## src/rtl/dds_freq_meter.sv

```systemverilog
// dds_freq_meter: counts rising edges of a tone over a fixed window and scales to NCO increment units
module dds_freq_meter #(
    parameter int ACC_WIDTH       = 8,
    parameter int PHASE_INC_WIDTH = 8,
    parameter int WIN_LOG2        = 6
) (
    input  logic                       clk,
    input  logic                       reset,
    input  logic                       start,
    input  logic                       sig_in,
    output logic                       busy,
    output logic                       done,
    output logic [WIN_LOG2:0]          edge_count,
    output logic [PHASE_INC_WIDTH-1:0] inc_est,
    output logic                       saturated,
    output logic                       timeout
);
    localparam logic [1:0] IDLE    = 2'd0;
    localparam logic [1:0] ARM     = 2'd1;
    localparam logic [1:0] MEASURE = 2'd2;
    localparam logic [1:0] DONE    = 2'd3;
    localparam int SHIFT = ACC_WIDTH - WIN_LOG2;
    localparam logic [WIN_LOG2:0] WIN_LEN = (WIN_LOG2+1)'(1) << WIN_LOG2;
    localparam logic [ACC_WIDTH:0] INC_MAX = (ACC_WIDTH+1)'({PHASE_INC_WIDTH{1'b1}});

    logic [1:0]          state;
    logic                prev;
    logic                rise;
    logic                sat;
    logic [WIN_LOG2:0]   win_cnt;
    logic [WIN_LOG2:0]   edge_cnt;
    logic [WIN_LOG2:0]   edge_next;
    logic [ACC_WIDTH:0]  raw;

    // edge detect, running count including this cycle's edge, and its scaled/saturated value
    always_comb begin
        rise      = sig_in & ~prev;
        edge_next = edge_cnt + {{WIN_LOG2{1'b0}}, rise};
        raw       = (ACC_WIDTH+1)'(edge_next) << SHIFT;
        sat       = raw > INC_MAX;
        busy      = (state == ARM) || (state == MEASURE);
        done      = state == DONE;
    end

    // measurement FSM; win_cnt counts ARM cycles while waiting, then window cycles 1..WIN_LEN
    always_ff @(posedge clk) begin
        if (reset) begin
            state      <= IDLE;
            prev       <= 1'b0;
            win_cnt    <= '0;
            edge_cnt   <= '0;
            edge_count <= '0;
            inc_est    <= '0;
            saturated  <= 1'b0;
            timeout    <= 1'b0;
        end else begin
            prev <= sig_in;
            case (state)
                IDLE: if (start) begin
                    win_cnt  <= '0;
                    edge_cnt <= '0;
                    state    <= ARM;
                end
                ARM: if (rise) begin
                    win_cnt <= (WIN_LOG2+1)'(1);
                    state   <= MEASURE;
                end else if (win_cnt == WIN_LEN - 1'b1) begin
                    edge_count <= '0;
                    inc_est    <= '0;
                    saturated  <= 1'b0;
                    timeout    <= 1'b1;
                    state      <= DONE;
                end else begin
                    win_cnt <= win_cnt + 1'b1;
                end
                MEASURE: begin
                    edge_cnt <= edge_next;
                    if (win_cnt == WIN_LEN) begin
                        edge_count <= edge_next;
                        inc_est    <= sat ? '1 : raw[PHASE_INC_WIDTH-1:0];
                        saturated  <= sat;
                        timeout    <= 1'b0;
                        state      <= DONE;
                    end else begin
                        win_cnt <= win_cnt + 1'b1;
                    end
                end
                default: state <= IDLE;
            endcase
        end
    end
endmodule

```

## config.mk

```make
export PLATFORM = sky130hd
export DESIGN_NAME = dds_freq_meter
export DESIGN_NICKNAME = d
export VERILOG_FILES = /design/src/rtl/dds_freq_meter.sv
export SDC_FILE = /design/constraint.sdc
export NUM_CORES = 1
export LEC_CHECK = 0
export CORE_ASPECT_RATIO = 1.4
export CORE_UTILIZATION = 45
export CTS_BUF_LIST = sky130_fd_sc_hd__clkbuf_8
export CTS_CLUSTER_SIZE = 28
export DETAILED_ROUTE_END_ITERATION = 10
export HOLD_SLACK_MARGIN = 0.08
export PLACE_DENSITY = 0.7
export RECOVER_POWER = 50
export SKIP_LAST_GASP = 1
export SYNTH_ARGS = -nofsm -noshare
export SYNTH_HDL_FRONTEND = slang
export SYNTH_SLANG_ARGS = --single-unit
```

## constraint.sdc

```tcl
create_clock -name clk -period 1.9 [get_ports clk]
set_input_delay 0.38 -clock clk [delete_from_list [all_inputs] [get_ports clk]]
set_output_delay 0.38 -clock clk [all_outputs]
set_load 0.005 [all_outputs]
```

**Gate-type map**

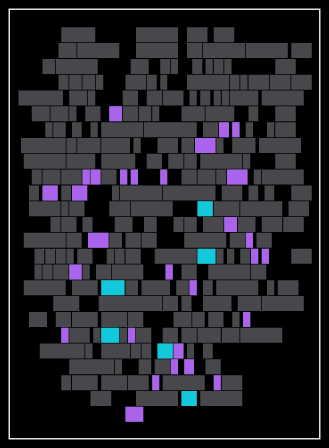
cyan -> AND-OR and OR-AND gates  # cells 6
purple -> NOR gates  # cells 29
final standard cell count with taps included and fillers excluded: 283
most frequent logic cell in the layout: sky130_fd_sc_hd__dfxtp_1

**I/O pins on the die edge**

Bar = 20 um. Pins as bars across the die edge, other pins in gray.
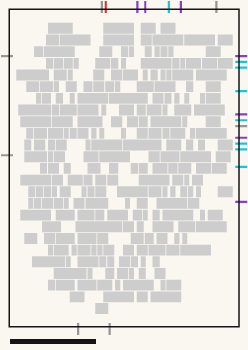
purple -> edge_count  # pins 7, direction output, edge 4 right, 3 top
cyan -> inc_est  # pins 8, direction output, edge 7 right, 1 top
red -> reset  # pins 1, direction input, edge top
tally of buffers added on design ports: 22
DIE HEIGHT: 73.6 um
die width: 53.2 um

**Layout detail**

Bar = 5 um. Window x 17 to 37, y 42 to 62 um. Cells in gray, sequential cells in the stronger gray; small squares are vias.
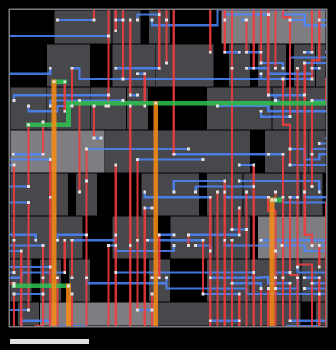
orange -> met4
blue -> met1
green -> met3
red -> met2
netlist names of flops here include = inc_est (2)
most frequent = nand2_1 (6), buf_4 (6), dfxtp_1 (4)
cells with their middle in the window = 41
sequential cells in the window = 4

==> results.tsv <==
metric	value	unit
max-slew violations	0	
Pre-Repair DR Iteration Count	4	
library cell with the highest instance count after synthesis	sky130_fd_sc_hd__dfxtp_1	
P_clk	0.682	mW
Placeable Area	3440	um^2
antenna violation net count after detailed routing	0	
# hold bufs at CTS	0	
number of max-capacitance violations reported	0	
minimum clock period	1.86	ns
slew at the pin closest to its max-slew limit	0.314	ns
maximum number of pins on one net before global-route repair	23	
Main logic family	simple AND/OR/NAND/NOR gates	
commonest cells after routing, fill and taps aside	27 x sky130_fd_sc_hd__dfxtp_1, 26 x sky130_fd_sc_hd__nand2_1, 23 x sky130_fd_sc_hd__buf_4	
clock network power share	0.258	
Gate power share	0.448	
dominant register cell	sky130_fd_sc_hd__dfxtp_1	
unrepaired setup endpoints after global routing	true	
met1 layer usage reported by global route	0.225	
mapped cell area	1650	um^2
vias in the first global route	1556	
yosys stat cell total	199	
count of library flops with an enable pin	0	
power spent charging and discharging nets	0.923	mW
global route overflow	0	
Placed Cells	274	
synthesized area per cell	8.29	um^2
static power due to leakage	0.897	nW
Yosys top cell area share	0.376	
total power consumption of the routed design	2.65	mW
Root Buffer	sky130_fd_sc_hd__clkbuf_8	
TritonCTS Buffers	5	
maximum vdd ir drop	0.984	mV
setup fix buffers added after clock tree synthesis	0	
warning count from the yosys run	0	
worst min-delay path class	flip-flop to flip-flop	
relative area change from synthesis to final layout	36.6	%
met3 usage in global routing	0.0497	
sum of net half-perimeters after detailed placement	3050	um
run status	finished, final reports clean	
worst clock skew on the final layout	0.00667	ns
Largest stage delay, worst path	0.54	ns
Die ar.	3910	um^2
Seq/Total Area, Yosys	0.376	
fraction of layout cells with a size suffix above 1	0.259	
wire length of the first global-routing pass	6740	um
element type at the critical path start	flip-flop	
cts repair resizes	21	
flop2flop setup slack	0.04	ns
Final setup viols	0	
Global Route met2 Usage	0.435	
deepest clock path buffer count	2	
Peak Freq	539	MHz
count of H-tree levels built during CTS	2	
distinct lib cells	42	
yosys stat chip area	1650	um^2
clock transition at the registers of the reported paths	0.07	ns
DR DRC count	0	
signal arrival time at the worst endpoint	2.03	ns
initial antenna violation count	0	
Late-Pin Clk Latency	0.29	ns
number of diodes	0	
I/O Pins	23	
post-layout period usage of the worst path	0.977	
number of synthesized register bits	31	
switching portion of total power	0.349	
violation count after the first detailed-route iteration	54	
top power consumer group	combinational logic	
family with the most delay on the worst path	AND-OR/OR-AND gates	
data required time at the worst endpoint	2.07	ns
Worst Setup End Kind	flip-flop	
Max stage delay cell, worst path	sky130_fd_sc_hd__a2111o_1	
ordered cell list for the critical path	ha_2 > nand3_2 > buf_6 > nor3_1 > buf_4 > a2111o_1 > a21oi_1 > o32ai_1	
simple logic cell fraction of the synthesized area	0.247	
power of the combinational group	1.19	mW
area share of fa/ha/maj cells after synthesis	0.0683	
Internal Pwr Total	1.72	mW
total tool warning count	33	
post-synthesis instance total	199	
headroom to the max-slew limit	0.790	
area fraction in compound gates	0.201	
power density over cell area	1170	nW/um^2
FFs w/ async S/R, synth	0	
main area contributors	sky130_fd_sc_hd__dfxtp_1 38%, sky130_fd_sc_hd__ha_1 6.8%, sky130_fd_sc_hd__nand2_1 5.9%	
detail-routed via count per cell	5.63	
most common library cells after synthesis	31 x sky130_fd_sc_hd__dfxtp_1, 26 x sky130_fd_sc_hd__nand2_1, 18 x sky130_fd_sc_hd__a21oi_1, 17 x sky130_fd_sc_hd__nor2_1	
power drawn by the sequential cells	0.778	mW
NumNets Final	255	
Bufs and invs on worst path	2	
Final Hold Fails	0	
XOR Share, Synth	0.0106	
routability cong.	0.875	
power share of the sequential group	0.294	
crit path max fanout	7	
Sinks on Clock Net	31	
row count	25	
gr busiest metal	met2	
area fraction in mux cells	0.0250	
Synth area leader	sky130_fd_sc_hd__dfxtp_1	
CTS tree	built	
worst setup path category	flip-flop to flip-flop	
Core Density at Floorplan	0.479	
total nets after synthesis	212	
**Wiring heat map**

11 x 15 tiles, from white (low) to dark blue (high), scaled to the fullest tile. Values are wire area over tile area, all layers added.
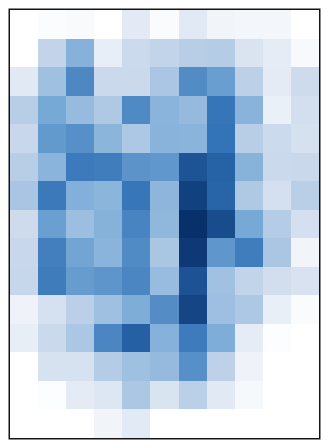
mean over tiles = 0.17
nearly empty tiles = 13%
emptiest ninth of the die = lower right
tiles over half the peak = 25%
fullest tile = 0.51
Total GRT Usage: 0.238
detail-routed net length per standard cell: 14.6 um
sum of routed wire length over all layers: 4130 um
via count of the routed design: 1,594

**The clock network**

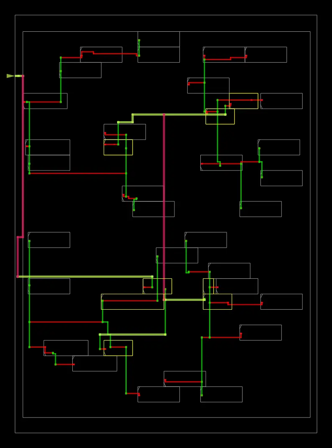
clkbuf count: 6
FF+latch count: 31

## metal layers
| metal | wire [um] | part of all wire | vias up |
|---|---|---|---|
| met3 | 129 | 0.031 | 13 |
| met5 | 0 | 0 | - |
| li1 | - | - | 779 |
| met1 | 1560 | 0.38 | 767 |
| met2 | 2280 | 0.55 | 35 |
| met4 | 162 | 0.039 | 0 |
## registers in the layout (all words and copies together), names as in the netlist
signal and count:
inc_est 6, state 2, saturated 1, edge_cnt 7
win_cnt 7, prev 1, edge_count 6, timeout 1
## worst paths after layout
check,endpoint,cells after the start,startpoint
hold reg to reg,inc_est[3],2,inc_est[3]
setup reg to reg,win_cnt[5],8,win_cnt[0]
hold / removal,inc_est[3],2,inc_est[3]
setup / recovery,win_cnt[5],8,win_cnt[0]
## per-stage QoR
step	utilization	worst slack, ns	instance area, um^2	hold slack [ns]	setup TNS [ns]
finish	0.655	0.0439	2250	0.453	0
global route	0.655	-0.0339	2250	0.472	-0.130
CTS	0.642	-0.00312	2210	0.457	-0.00312
detailed placement	0.590	-0.512	2030	0.452	-8.52
global placement	0.590	-0.397	2030	0.445	-7.28
floorplan	-	0.0827	1650	0.448	0
## area by class of cell
class / instances / area [um^2]
Fill cell: 284 / 1190
Multi-Input combinational cell: 146 / 996
Sequential cell: 31 / 626
Timing Repair Buffer: 49 / 429
Clock buffer: 6 / 82.6
Tap cell: 40 / 50.0
Clock inverter: 2 / 35.0
Inverter: 9 / 33.8
## logic make-up (layout without fill, tap and decap cells)
group / Yosys count / in the layout
AOI/OAI and AO/OA: 49 / 49
xor gates and xnor gates: 2 / 2
adders and majority gates: 9 / 9
buffers and inverters: 22 / 66
DFF: 31 / 31
muxes: 4 / 4
and+or+nand+nor: 82 / 82
Power is estimated from default activity; no workload was simulated.
